## src/rtl/rx_ds_pkg.sv

```systemverilog
// rx_ds_pkg: shared types and helpers for the RX decimator.
//   - decim_e          : decimation factor encoding (00=2, 01=4, 10=8, 11=16)
//   - MODE_PICK/AVG    : downsample_mode encodings
//   - ACC_GUARD_BITS   : growth bits on the averaging accumulators (width DW+4)
//   - decim_log2()     : factor -> log2(factor), 1..4
//   - decim_last()     : factor -> last phase index (factor-1)
//   - stream_state_e   : stream tracking FSM states
package rx_ds_pkg;

    typedef enum logic [1:0] {
        DECIM_2  = 2'b00,
        DECIM_4  = 2'b01,
        DECIM_8  = 2'b10,
        DECIM_16 = 2'b11
    } decim_e;

    localparam logic MODE_PICK = 1'b0;
    localparam logic MODE_AVG  = 1'b1;

    // Sixteen samples summed need four extra bits of headroom.
    localparam int ACC_GUARD_BITS = 4;

    typedef enum logic {
        ST_IDLE   = 1'b0,
        ST_STREAM = 1'b1
    } stream_state_e;

    function automatic logic [2:0] decim_log2(input decim_e f);
        return {1'b0, f} + 3'd1;
    endfunction

    function automatic logic [3:0] decim_last(input decim_e f);
        logic [3:0] last;
        case (f)
            DECIM_2:  last = 4'd1;
            DECIM_4:  last = 4'd3;
            DECIM_8:  last = 4'd7;
            default:  last = 4'd15;
        endcase
        return last;
    endfunction

endpackage

```

## src/rtl/rx_ds_fifo.sv

```systemverilog
// rx_ds_fifo: synchronous first-word-fall-through FIFO.
//   clk, rst_n     : clock, async active-low reset
//   push, wdata    : write request and data (ignored when full unless popping)
//   pop            : read request (ignored when empty)
//   rdata          : head entry, forced to 0 while empty
//   full, empty    : status from the registered fill level
//   level          : fill level 0..DEPTH
// Push and pop in the same cycle both succeed even when full.
module rx_ds_fifo
    import rx_ds_pkg::*;
#(
    parameter int W     = 32,
    parameter int DEPTH = 16
) (
    input  logic                     clk,
    input  logic                     rst_n,
    input  logic                     push,
    input  logic [W-1:0]             wdata,
    input  logic                     pop,
    output logic [W-1:0]             rdata,
    output logic                     full,
    output logic                     empty,
    output logic [$clog2(DEPTH):0]   level
);

    localparam int AW = $clog2(DEPTH);

    logic [W-1:0]  mem [DEPTH];
    logic [AW-1:0] wr_ptr;
    logic [AW-1:0] rd_ptr;
    logic [AW:0]   count;
    logic          push_ok;
    logic          pop_ok;

    assign empty   = (count == '0);
    assign full    = (count == (AW+1)'(DEPTH));
    assign pop_ok  = pop && !empty;
    assign push_ok = push && (!full || pop_ok);
    assign level   = count;
    assign rdata   = empty ? '0 : mem[rd_ptr];

    always_ff @(posedge clk) begin
        if (push_ok) begin
            mem[wr_ptr] <= wdata;
        end
    end

    // Pointers wrap naturally because DEPTH is a power of two.
    always_ff @(posedge clk or negedge rst_n) begin
        if (!rst_n) begin
            wr_ptr <= '0;
            rd_ptr <= '0;
            count  <= '0;
        end else begin
            if (push_ok) begin
                wr_ptr <= wr_ptr + AW'(1);
            end
            if (pop_ok) begin
                rd_ptr <= rd_ptr + AW'(1);
            end
            case ({push_ok, pop_ok})
                2'b10:   count <= count + (AW+1)'(1);
                2'b01:   count <= count - (AW+1)'(1);
                default: count <= count;
            endcase
        end
    end

endmodule

```

## src/rtl/rx_downsampler.sv

```systemverilog
// rx_downsampler: decimates a high-rate I/Q stream by 2/4/8/16 (pick-first or
// window average) or passes it 1:1 in bypass, buffering results in a FIFO
// drained over a valid/ready handshake.
//   clk, rst_n                   : clock, async active-low reset
//   rx_data_i/q, rx_data_valid   : input samples, no backpressure
//   decim_factor, bypass_enable,
//   downsample_mode              : stream config, latched on stream start
//   flush                        : drop the partial window (FIFO kept)
//   dn_data_i/q, dn_data_valid,
//   dn_data_ready                : FIFO head and handshake
//   sample_count                 : output handshakes, wraps at 256
//   buffer_level                 : FIFO fill level
//   overflow                     : sticky, a decimated sample was dropped
// Build option: define RX_DS_AVG_EN to include window averaging; without it
// downsample_mode is ignored and no accumulators are built.
//
// state     | meaning
// ST_IDLE   | no stream; next accepted sample latches config from live inputs
// ST_STREAM | stream running on latched config; live config ignored
module rx_downsampler
    import rx_ds_pkg::*;
#(
    parameter int DW    = 16,
    parameter int DEPTH = 16
) (
    input  logic                     clk,
    input  logic                     rst_n,
    input  logic [DW-1:0]            rx_data_i,
    input  logic [DW-1:0]            rx_data_q,
    input  logic                     rx_data_valid,
    input  logic [1:0]               decim_factor,
    input  logic                     bypass_enable,
    input  logic                     downsample_mode,
    input  logic                     flush,
    output logic [DW-1:0]            dn_data_i,
    output logic [DW-1:0]            dn_data_q,
    output logic                     dn_data_valid,
    input  logic                     dn_data_ready,
    output logic [7:0]               sample_count,
    output logic [$clog2(DEPTH):0]   buffer_level,
    output logic                     overflow
);

    stream_state_e state_q;
    stream_state_e state_d;
    logic          cfg_live;

    decim_e        cfg_factor_q;
    logic          cfg_bypass_q;
    decim_e        eff_factor;
    logic          eff_bypass;

    logic [3:0]    phase_q;
    logic          sample_in;
    logic          start;
    logic          win_last;
    logic          push;
    logic          pop;

    logic [DW-1:0] hold_i_q;
    logic [DW-1:0] hold_q_q;
    logic [DW-1:0] push_i;
    logic [DW-1:0] push_q;

    logic          fifo_full;
    logic          fifo_empty;
    logic [2*DW-1:0] fifo_rdata;

    // A flushed input is discarded entirely, so it never starts a stream.
    assign sample_in = rx_data_valid && !flush;
    assign start     = cfg_live && sample_in;

    // ---------------- stream FSM ----------------
    always_ff @(posedge clk or negedge rst_n) begin
        if (!rst_n) begin
            state_q <= ST_IDLE;
        end else begin
            state_q <= state_d;
        end
    end

    always_comb begin
        state_d = state_q;
        case (state_q)
            ST_IDLE: begin
                if (sample_in) begin
                    state_d = ST_STREAM;
                end
            end
            ST_STREAM: begin
                if (!rx_data_valid && phase_q == 4'd0 && fifo_empty) begin
                    state_d = ST_IDLE;
                end
            end
            default: state_d = ST_IDLE;
        endcase
    end

    always_comb begin
        cfg_live = (state_q == ST_IDLE);
    end

    // ---------------- configuration ----------------
    // The sample that opens a stream already uses the live config.
    always_comb begin
        eff_factor = cfg_factor_q;
        eff_bypass = cfg_bypass_q;
        if (cfg_live) begin
            eff_factor = decim_e'(decim_factor);
            eff_bypass = bypass_enable;
        end
    end

    always_ff @(posedge clk or negedge rst_n) begin
        if (!rst_n) begin
            cfg_factor_q <= DECIM_2;
            cfg_bypass_q <= 1'b0;
        end else if (start) begin
            cfg_factor_q <= decim_e'(decim_factor);
            cfg_bypass_q <= bypass_enable;
        end
    end

    // ---------------- window phase ----------------
    assign win_last = (phase_q == decim_last(eff_factor));

    always_ff @(posedge clk or negedge rst_n) begin
        if (!rst_n) begin
            phase_q <= 4'd0;
        end else if (flush) begin
            phase_q <= 4'd0;
        end else if (sample_in && !eff_bypass) begin
            phase_q <= win_last ? 4'd0 : phase_q + 4'd1;
        end
    end

    // First sample of each window, emitted in pick-first mode.
    always_ff @(posedge clk or negedge rst_n) begin
        if (!rst_n) begin
            hold_i_q <= '0;
            hold_q_q <= '0;
        end else if (sample_in && !eff_bypass && phase_q == 4'd0) begin
            hold_i_q <= rx_data_i;
            hold_q_q <= rx_data_q;
        end
    end

`ifdef RX_DS_AVG_EN
    localparam int ACC_W = DW + ACC_GUARD_BITS;

    logic                    cfg_mode_q;
    logic                    eff_mode;
    logic signed [ACC_W-1:0] acc_i_q;
    logic signed [ACC_W-1:0] acc_q_q;
    logic signed [ACC_W-1:0] sext_i;
    logic signed [ACC_W-1:0] sext_q;
    logic signed [ACC_W-1:0] sum_i;
    logic signed [ACC_W-1:0] sum_q;
    logic [2:0]              shamt;
    logic [DW-1:0]           avg_i;
    logic [DW-1:0]           avg_q;

    always_ff @(posedge clk or negedge rst_n) begin
        if (!rst_n) begin
            cfg_mode_q <= MODE_PICK;
        end else if (start) begin
            cfg_mode_q <= downsample_mode;
        end
    end

    assign eff_mode = cfg_live ? downsample_mode : cfg_mode_q;
    assign sext_i   = {{(ACC_W-DW){rx_data_i[DW-1]}}, rx_data_i};
    assign sext_q   = {{(ACC_W-DW){rx_data_q[DW-1]}}, rx_data_q};
    assign sum_i    = acc_i_q + sext_i;
    assign sum_q    = acc_q_q + sext_q;
    assign shamt    = decim_log2(eff_factor);
    // Arithmetic shift floors toward -inf; the mean always fits in DW bits.
    assign avg_i    = DW'(sum_i >>> shamt);
    assign avg_q    = DW'(sum_q >>> shamt);

    always_ff @(posedge clk or negedge rst_n) begin
        if (!rst_n) begin
            acc_i_q <= '0;
            acc_q_q <= '0;
        end else if (flush) begin
            acc_i_q <= '0;
            acc_q_q <= '0;
        end else if (sample_in && !eff_bypass && eff_mode == MODE_AVG) begin
            if (phase_q == 4'd0) begin
                acc_i_q <= sext_i;
                acc_q_q <= sext_q;
            end else begin
                acc_i_q <= sum_i;
                acc_q_q <= sum_q;
            end
        end
    end
`else
    logic unused_mode;
    assign unused_mode = downsample_mode;
`endif

    // ---------------- push path ----------------
    assign push = sample_in && (eff_bypass || win_last);

    always_comb begin
        push_i = hold_i_q;
        push_q = hold_q_q;
        if (eff_bypass) begin
            push_i = rx_data_i;
            push_q = rx_data_q;
        end
`ifdef RX_DS_AVG_EN
        else if (eff_mode == MODE_AVG) begin
            push_i = avg_i;
            push_q = avg_q;
        end
`endif
    end

    // ---------------- output FIFO ----------------
    assign pop = dn_data_valid && dn_data_ready;

    rx_ds_fifo #(
        .W     (2*DW),
        .DEPTH (DEPTH)
    ) u_fifo (
        .clk   (clk),
        .rst_n (rst_n),
        .push  (push),
        .wdata ({push_i, push_q}),
        .pop   (pop),
        .rdata (fifo_rdata),
        .full  (fifo_full),
        .empty (fifo_empty),
        .level (buffer_level)
    );

    // Valid comes from the registered fill level only.
    assign dn_data_valid = !fifo_empty;
    assign dn_data_i     = fifo_rdata[2*DW-1:DW];
    assign dn_data_q     = fifo_rdata[DW-1:0];

    always_ff @(posedge clk or negedge rst_n) begin
        if (!rst_n) begin
            sample_count <= 8'd0;
            overflow     <= 1'b0;
        end else begin
            if (pop) begin
                sample_count <= sample_count + 8'd1;
            end
            if (push && fifo_full && !pop) begin
                overflow <= 1'b1;
            end
        end
    end

endmodule

```

## config.mk

```make
export PLATFORM = sky130hd
export DESIGN_NAME = rx_downsampler
export DESIGN_NICKNAME = d
export VERILOG_FILES = /design/src/rtl/rx_ds_pkg.sv /design/src/rtl/rx_ds_fifo.sv /design/src/rtl/rx_downsampler.sv
export SDC_FILE = /design/constraint.sdc
export NUM_CORES = 1
export LEC_CHECK = 0
export ABC_CLOCK_PERIOD_IN_PS = 7210
export CAP_MARGIN = 20
export CORE_AREA = 2 2 199 201
export DETAILED_ROUTE_END_ITERATION = 16
export DIE_AREA = 0 0 201 203
export PLACE_DENSITY = 0.9
export SYNTH_ARGS = -nofsm -noshare
export SYNTH_HDL_FRONTEND = slang
export SYNTH_HIERARCHICAL = 1
export SYNTH_SLANG_ARGS = --single-unit
```

## constraint.sdc

```tcl
create_clock -name clk -period 7.21 [get_ports clk]
set_input_delay 1.442 -clock clk [delete_from_list [all_inputs] [get_ports clk]]
set_output_delay 1.442 -clock clk [all_outputs]
set_load 0.02 [all_outputs]
```

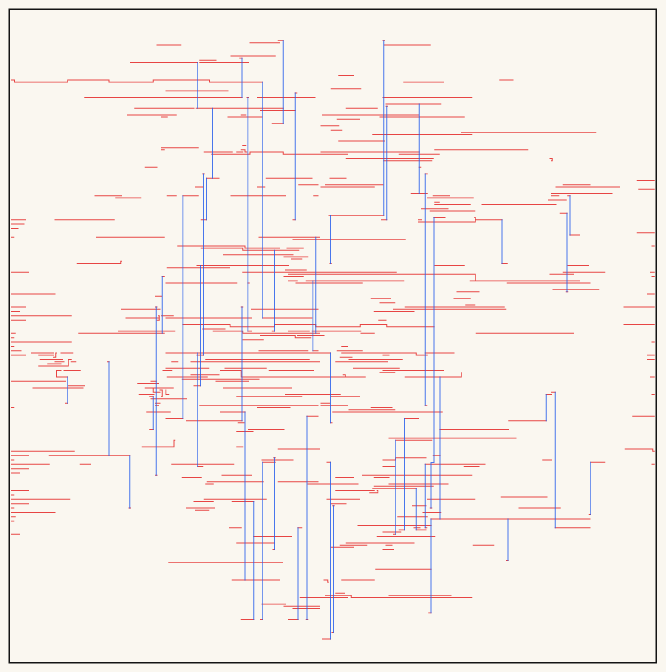
*Signal wires by layer, run 1*
Two of the layers only.
legend:
  red:
    layer: metal 3
    wire_length: 4080 um
  blue:
    layer: metal 4
    wire_length: 1690 um

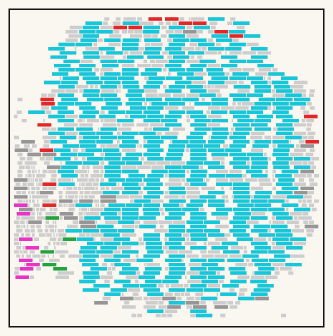
*Sequential cells grouped by signal name, run 1*
Other sequential cells in the stronger gray, the rest of the logic in the fainter gray.
legend:
  magenta:
    name_in_the_netlist: sample_count
    placed_flops: 8
    where: south-west
  cyan:
    name_in_the_netlist: u_fifo/mem
    placed_flops: 512
  green:
    name_in_the_netlist: u_fifo/level
    placed_flops: 5
    where: south-west
  red:
    name_in_the_netlist: hold_q_q
    placed_flops: 16

==> impl_metrics.csv, run 1 <==
group,metric,value,unit
die,dieArea,0.0408,sq mm
placed_design,gp_congestion,0.740,
power,power.density,427,mW/mm^2
yosys,ys_seq_share,72.9,%
timing,final.min_clock_period,5420,ps
yosys,top_cells_by_area,"edfxtp_1, mux4_2, dfrtp_1",
yosys,synth_warnings,6,
finish,area_growth,12.9,%
cts,cts_tree,"done",
timing,slew_headroom,21.2,%
cts,post_cts_buffers,0,
grt,grt_util_met3,4.08,%
yosys,ys_types,55,
setup_path,critPathRequiredTime,5770,ps
grt,antenna_found_initial,0,
setup_path,start_kind,"register",
cts,postCtsHoldBufs,0,
yosys,yosys_area,0.0232,sq mm
setup_path,cpLargestDelayFamily,"buffers and inverters",
timing,worst_slack,1790,ps
yosys,fp_nets,1156,
timing,setup_tns,0,ps
setup_path,cp_num_buf_inv,2,
route,drc,0,
power,p_leak,0.00866,uW
grt,grt_pass1_vias,12300,
yosys,syn-cell-area,0.0232,sq mm
yosys,synth-edff-count,512,
setup_path,crit_arrival,3980,ps
die,core,0.0385,sq mm
setup_path,worst-setup-path-type,"reg2out",
cts,clock_sinks,574,
setup_path,cp-endpoint,"dn_data_i[11]",
timing,drv_slew,0,
timing,finalSetupViolCount,0,
route,routed_via_density,6.54,
grt,grt_overflow,0,
finish,lay_top_count,"edfxtp_1",
finish,drive_above_1_share,25.4,%
yosys,synth-seq-cells,574,
die,io_pins,88,
cts,post_cts_resized,0,
run_status,status,"finished, final reports clean",
power,vdd_ir_drop_max,353,uV
placed_design,numPortBuffers,86,
timing,rsz0062_at_grt,"false",
route,drtAntennaViolNets,0,
cts,cts_max_path_buffers,3,
route,drtIter0Drc,1322,
yosys,synth.avg_cell_area,21.0,sq um
setup_path,r2r-start,"state_q",
yosys,netlist_instances,1103,
finish,layout_top_cells,"edfxtp_1, mux4_2, clkdlybuf4s50_1",
hold_path,hp-class,"reg2reg",
route,num_vias,11600,
setup_path,crit_slowest_cell,"dfrtp_4",
route,routed-wl-met2,27400,um
run,maxCapViolations,0,
route,wirelength,51800,um
cts,clk_pin_slew_worst_paths,50,ps
die,die_width,201,um
timing,fmax,0.184,GHz
setup_path,worstPathMaxFanout,56,
cts,clkLatencyLatePin,600,ps
grt,grt_pass1_wl,76900,um
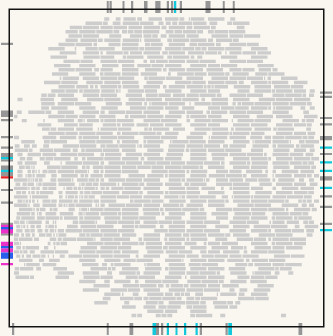
*Pin map, run 1*
Pins as bars across the die edge, other pins in gray.
legend:
  red:
    port: flush
    pins: 1
    direction: input
    edge: west
  blue:
    port: buffer_level
    pins: 5
    direction: output
    edge: west
  cyan:
    port: rx_data_i
    pins: 16
    direction: input
    edge: 8 south, 5 east, 2 west, 1 north
  magenta:
    port: sample_count
    pins: 8
    direction: output
    edge: west

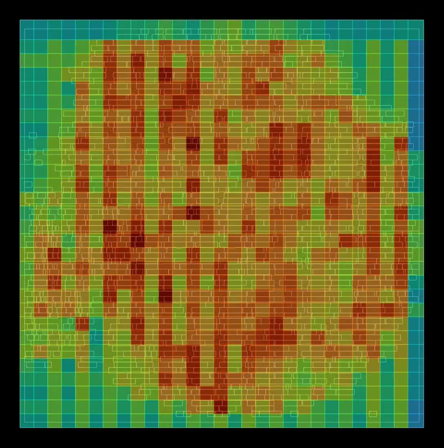
*Routing congestion map, run 1*
GRT busiest layer: met2
met2 usage: 44.9%
Wirelength per Cell: 29.3 um
gr usage total: 25.9%
met1 GRT Util: 33.3%

## run 1: metrics by stage
stage | utilization, % | cell area (sq um) | std cells | total power (uW)
after floorplan | - | 23200 | 1103 | 7420
after global placement | 63.7 | 24500 | 1666 | 8370
after detailed placement | 63.7 | 24500 | 1666 | 8540
after CTS | 67.9 | 26100 | 1765 | 11200
after global routing | 68.1 | 26200 | 1769 | 11600
final | 68.1 | 26200 | 1769 | 11200
## run 1: flip-flops by register name, indices dropped and copies added, names as in the netlist, 4 cells and up
| signal | cells |
|---|---|
| hold_i_q | 16 |
| u_fifo/level | 5 |
| u_fifo/rd_ptr | 4 |
| phase_q | 4 |
| u_fifo/wr_ptr | 4 |
| hold_q_q | 16 |
| u_fifo/mem | 512 |
| sample_count | 8 |
## run 1: area by class of cell
| class | instances | area [sq um] |
|---|---|---|
| clock inverters | 29 | 220 |
| fillers | 2260 | 12300 |
| repair buffers | 110 | 1090 |
| multi-input cells | 451 | 5840 |
| flip-flops and latches | 574 | 16900 |
| clock buffers | 70 | 1400 |
| inverters | 17 | 63.8 |
| well taps | 518 | 648 |
## run 1: cell families after synthesis
| family | synth area share [%] |
|---|---|
| compound gates | 2.86 |
| xor+xnor | 0.642 |
| fa+ha+maj | 0.679 |
| buf+inv | 2.18 |
| flops | 72.9 |
| mux | 18.1 |
| simple gates | 2.58 |
## run 1: worst min path at each step
stage | start | to | slack [ps] | depth (start not counted)
global placement | overflow | overflow | 450 | 1
finish | overflow | overflow | 470 | 1
global route | overflow | overflow | 480 | 1
detailed placement | overflow | overflow | 460 | 1
floorplan | hold_i_q[14] | hold_i_q[14] | 470 | 1
CTS | overflow | overflow | 470 | 1
## run 1: report_power, final
group	switching, uW	internal, uW
Sequential	426	4440
Clock	1190	1470
Combinational	1960	1710
Total	3580	7620
==> inputs of run 2 (changes only) <==
--- a/config.mk
+++ b/config.mk
@@ -5,7 +5,7 @@
 export SDC_FILE = /design/constraint.sdc
 export NUM_CORES = 1
 export LEC_CHECK = 0
-export ABC_CLOCK_PERIOD_IN_PS = 7210
+export ABC_CLOCK_PERIOD_IN_PS = 5500
 export CAP_MARGIN = 20
 export CORE_AREA = 2 2 199 201
 export DETAILED_ROUTE_END_ITERATION = 16
==> constraint.sdc (replaced) <==
create_clock -name clk -period 5.5 [get_ports clk]
set_input_delay 1.1 -clock clk [delete_from_list [all_inputs] [get_ports clk]]
set_output_delay 1.1 -clock clk [all_outputs]
set_load 0.02 [all_outputs]
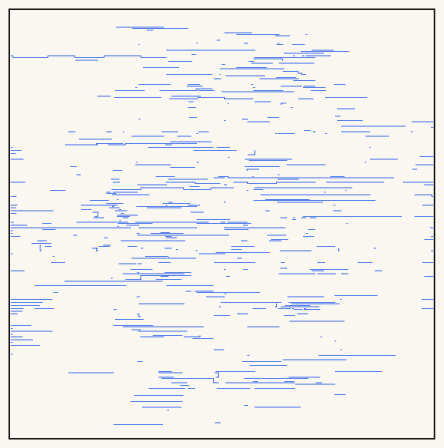
*Signal wires on met3, run 2*
nets with wire on the layer: 189
wire length on this layer: 4220 um
share of all routed wire: 7.9%
main direction: horizontal
longest straight run: 78.4 um

==> run 2 against run 1 <==
Cell count grew 0.68%. Clock skew grew 1.4 ps. Register-to-register slack lost 1400 ps. Clock power grew 52%. First-iteration DRC count grew 4.4%. Sequential power grew 32%. Worst setup slack lost 1200 ps. Critical path type unchanged. Largest power group unchanged. Highest routed layer unchanged.
==> impl_metrics.csv, run 2 <==
group,metric,value,unit
run,maxCapViolations,0,
timing,finalSetupViolCount,0,
finish,nNetsFinal,1270,
placed_design,numPortBuffers,86,
yosys,synth.avg_cell_area,21.0,sq um
placed_design,placed_cell_area,0.0247,sq mm
setup_path,cp-endpoint,"dn_data_i[3]",
setup_path,worst-setup-path-type,"reg2out",
yosys,synth-edff-count,512,
yosys,top_cells_by_area,"edfxtp_1, mux4_2, dfrtp_1",
yosys,synth_warnings,6,
cts,cts_tree,"done",
grt,grt_pass1_wl,80000,um
route,num_vias,11700,
power,power.total,15300,uW
yosys,synthDominantCellAreaShare,66.2,%
die,die_h,203,um
cts,postCtsHoldBufs,0,
setup_path,start_kind,"register",
timing,tightest_slew,1020,ps
setup_path,r2r-start,"u_fifo/level[1]",
run_status,status,"finished, final reports clean",
timing,setup_tns,0,ps
timing,rsz0062_at_grt,"false",
finish,final_cells,1781,
finish,design_area,0.0266,sq mm
power,vdd_ir_drop_max,398,uV
timing,slew_headroom,32.1,%
route,drtIter0Drc,1380,
die,dieArea,0.0408,sq mm
setup_path,rrSetupSlack,1550,ps
setup_path,cp.depth,6,
timing,drv_slew,0,
cts,cts_buffers,54,
grt,grt_usage,27.0,%
finish,reg_top3,"u_fifo/mem x512, hold_i_q x16, hold_q_q x16",
cts,cts-root-buf,"clkbuf_16",
grt,antenna_found_initial,1,
setup_path,reg2reg_depth,8,
finish,fin_util,69.2,%
finish,regMostFlops,"u_fifo/mem",
finish,layout_top_cells,"edfxtp_1, mux4_2, clkdlybuf4s50_1",
timing,final.min_clock_period,4950,ps
placed_design,gp_congestion,0.763,
finish,area_growth,14.7,%
cts,post_cts_resized,0,
cts,cts_max_path_buffers,3,
timing,worst_slack,547,ps
die,num_rows,72,
cts,post_cts_buffers,0,
die,die_width,201,um
setup_path,end_kind,"primary output",
cts,clk_pin_slew_worst_paths,60,ps
route,drc,0,
placed_design,dp_slack,958,ps
die,io_pins,88,
placed_design,dp.cells,1679,
setup_path,critPathRequiredTime,4400,ps
timing,whs,479,ps
setup_path,crit_slowest_cell,"dfrtp_4",
grt,grt_max_degree,63,
yosys,synth_area_leader_cell,"edfxtp_1",
yosys,fp_nets,1156,
setup_path,worstPathMaxFanout,49,
timing,skew,21.4,ps
power,p_sw,4830,uW
finish,fillers,2222,
setup_path,crit_arrival,3850,ps
power,p_leak,0.00888,uW
power,pwr-share-clk,26.3,%
power,power_frac_comb,31.9,%
yosys,synthArstFlopShare,10.8,%
route,routedWlPerCell,30.0,um
timing,final_hold_viol_count,0,
yosys,most_common_cell,"edfxtp_1",
hold_path,hp-class,"reg2reg",
setup_path,critical_path.cell_chain,"buf_4, mux4_2, nor2b_1, a211oi_1, a211oi_1, clkdlybuf4s50_1",
setup_path,timing.rr.end,"u_fifo/mem[4][17]",
yosys,common_cells,"edfxtp_1, mux4_2, dfrtp_1",
setup_path,cpLargestDelayFamily,"flip-flops",
setup_path,crit_start,"u_fifo/rd_ptr[2]",
setup_path,cp_num_buf_inv,2,
cts,clock_sinks,574,
die,fp_util,60.3,%
yosys,netlist_instances,1103,
route,drtAntennaViolNets,0,
run,openroad.warnings,32,
route,wirelength,53400,um
power,p_int,10500,uW
finish,largest_reg_flops,512,
route,routed_via_density,6.57,
finish,drive_above_1_share,27.7,%
timing,period_used_share,90.1,%
power,swShare,31.5,%
setup_path,crit_path_max_incr_delay,1090,ps
cts,htree_levels,2,
finish,lay_top_count,"edfxtp_1",
yosys,synth-main-ff-cell,"edfxtp_1",
power,p_seq_share,41.8,%
yosys,yosys_area,0.0232,sq mm
yosys,synth-seq-cells,574,
placed_design,hpwlAfterDp,27500,um
setup_path,cpMostUsedCell,"a211oi_1",
yosys,ys_seq_share,72.9,%
timing,fmax,0.202,GHz
power,power.density,576,mW/mm^2
cts,clkLatencyLatePin,610,ps
route,dr.pass1.iters,5,
grt,grt_pass1_vias,12600,
grt,grt_overflow,0,
yosys,syn-cell-area,0.0232,sq mm
yosys,ys_types,55,
die,core,0.0385,sq mm
yosys,ys_cells,1103,
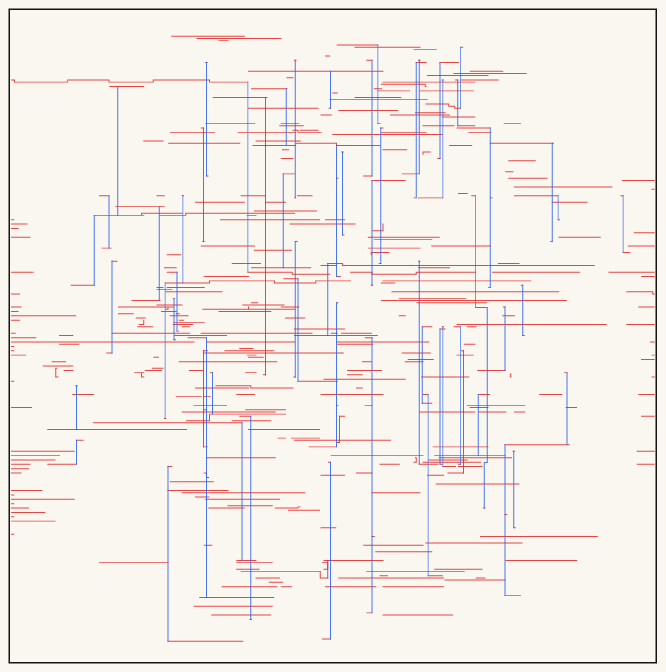
*Signal wires by layer, run 2*
Two of the layers only.
legend:
  blue:
    layer: metal 4
    wire_length: 2200 um
  red:
    layer: metal 3
    wire_length: 4220 um

## run 2: kinds of logic after synthesis
kind of cell	after synthesis	share of synthesized area (%)
AOI/OAI and AO/OA	85	2.86
xor gates and xnor gates	17	0.642
adders and majority gates	12	0.679
buffers and inverters	78	2.18
DFF	574	72.9
muxes	236	18.1
and+or+nand+nor	101	2.58
## run 2: metal layers
metal  vias up  track usage [%]  part of all wire (%)
li1       4774                -                     -
met1      6072             34.6                    36
met2       695             46.3                    52
met3       153             4.75                   7.9
met4         0             11.3                   4.1
met5         -                0                     0
## run 2: worst reg2reg max path: stages (launching register included)
cell and delay, ps:
dfrtp_1 460, or4_4 640, nor2_8 670, nor2b_1 370, nand2b_1 280, o21ai_2 360, nor2_1 150, and3_2 490
buf_4 310
## run 2: how the worst min path moves through the flow
stage                    start         endpoint  slack, ps  cells past startpoint
2_1_floorplan     hold_i_q[14]     hold_i_q[14]        470                      1
3_3_place_gp          overflow         overflow        460                      1
3_5_place_dp          overflow         overflow        470                      1
4_1_cts        sample_count[7]  sample_count[7]        480                      1
5_1_grt               overflow         overflow        510                      1
6_report       sample_count[7]  sample_count[7]        480                      1
## run 2: cell type report
class                   instances  area, sq um  share of cell area (%)
flip-flops and latches        574        16900                    63.6
multi-input cells             451         5840                    21.9
well taps                     518          648                    2.43
inverters                      17         63.8                   0.240
diodes                          1         2.50                 0.00940
repair buffers                119         1190                    4.48
clock buffers                  67         1470                    5.53
clock inverters                34          468                    1.76
## run 2: power groups by stage
| stage | Clock (uW) | Sequential (uW) | Combinational [uW] |
|---|---|---|---|
| floorplan | 0 | 6100 | 3630 |
| global placement | 0 | 6450 | 4580 |
| detailed placement | 0 | 6490 | 4800 |
| CTS | 4080 | 6420 | 4920 |
| global route | 4230 | 6490 | 5200 |
| finish | 4040 | 6410 | 4890 |
Power and IR drop assume default switching activity.
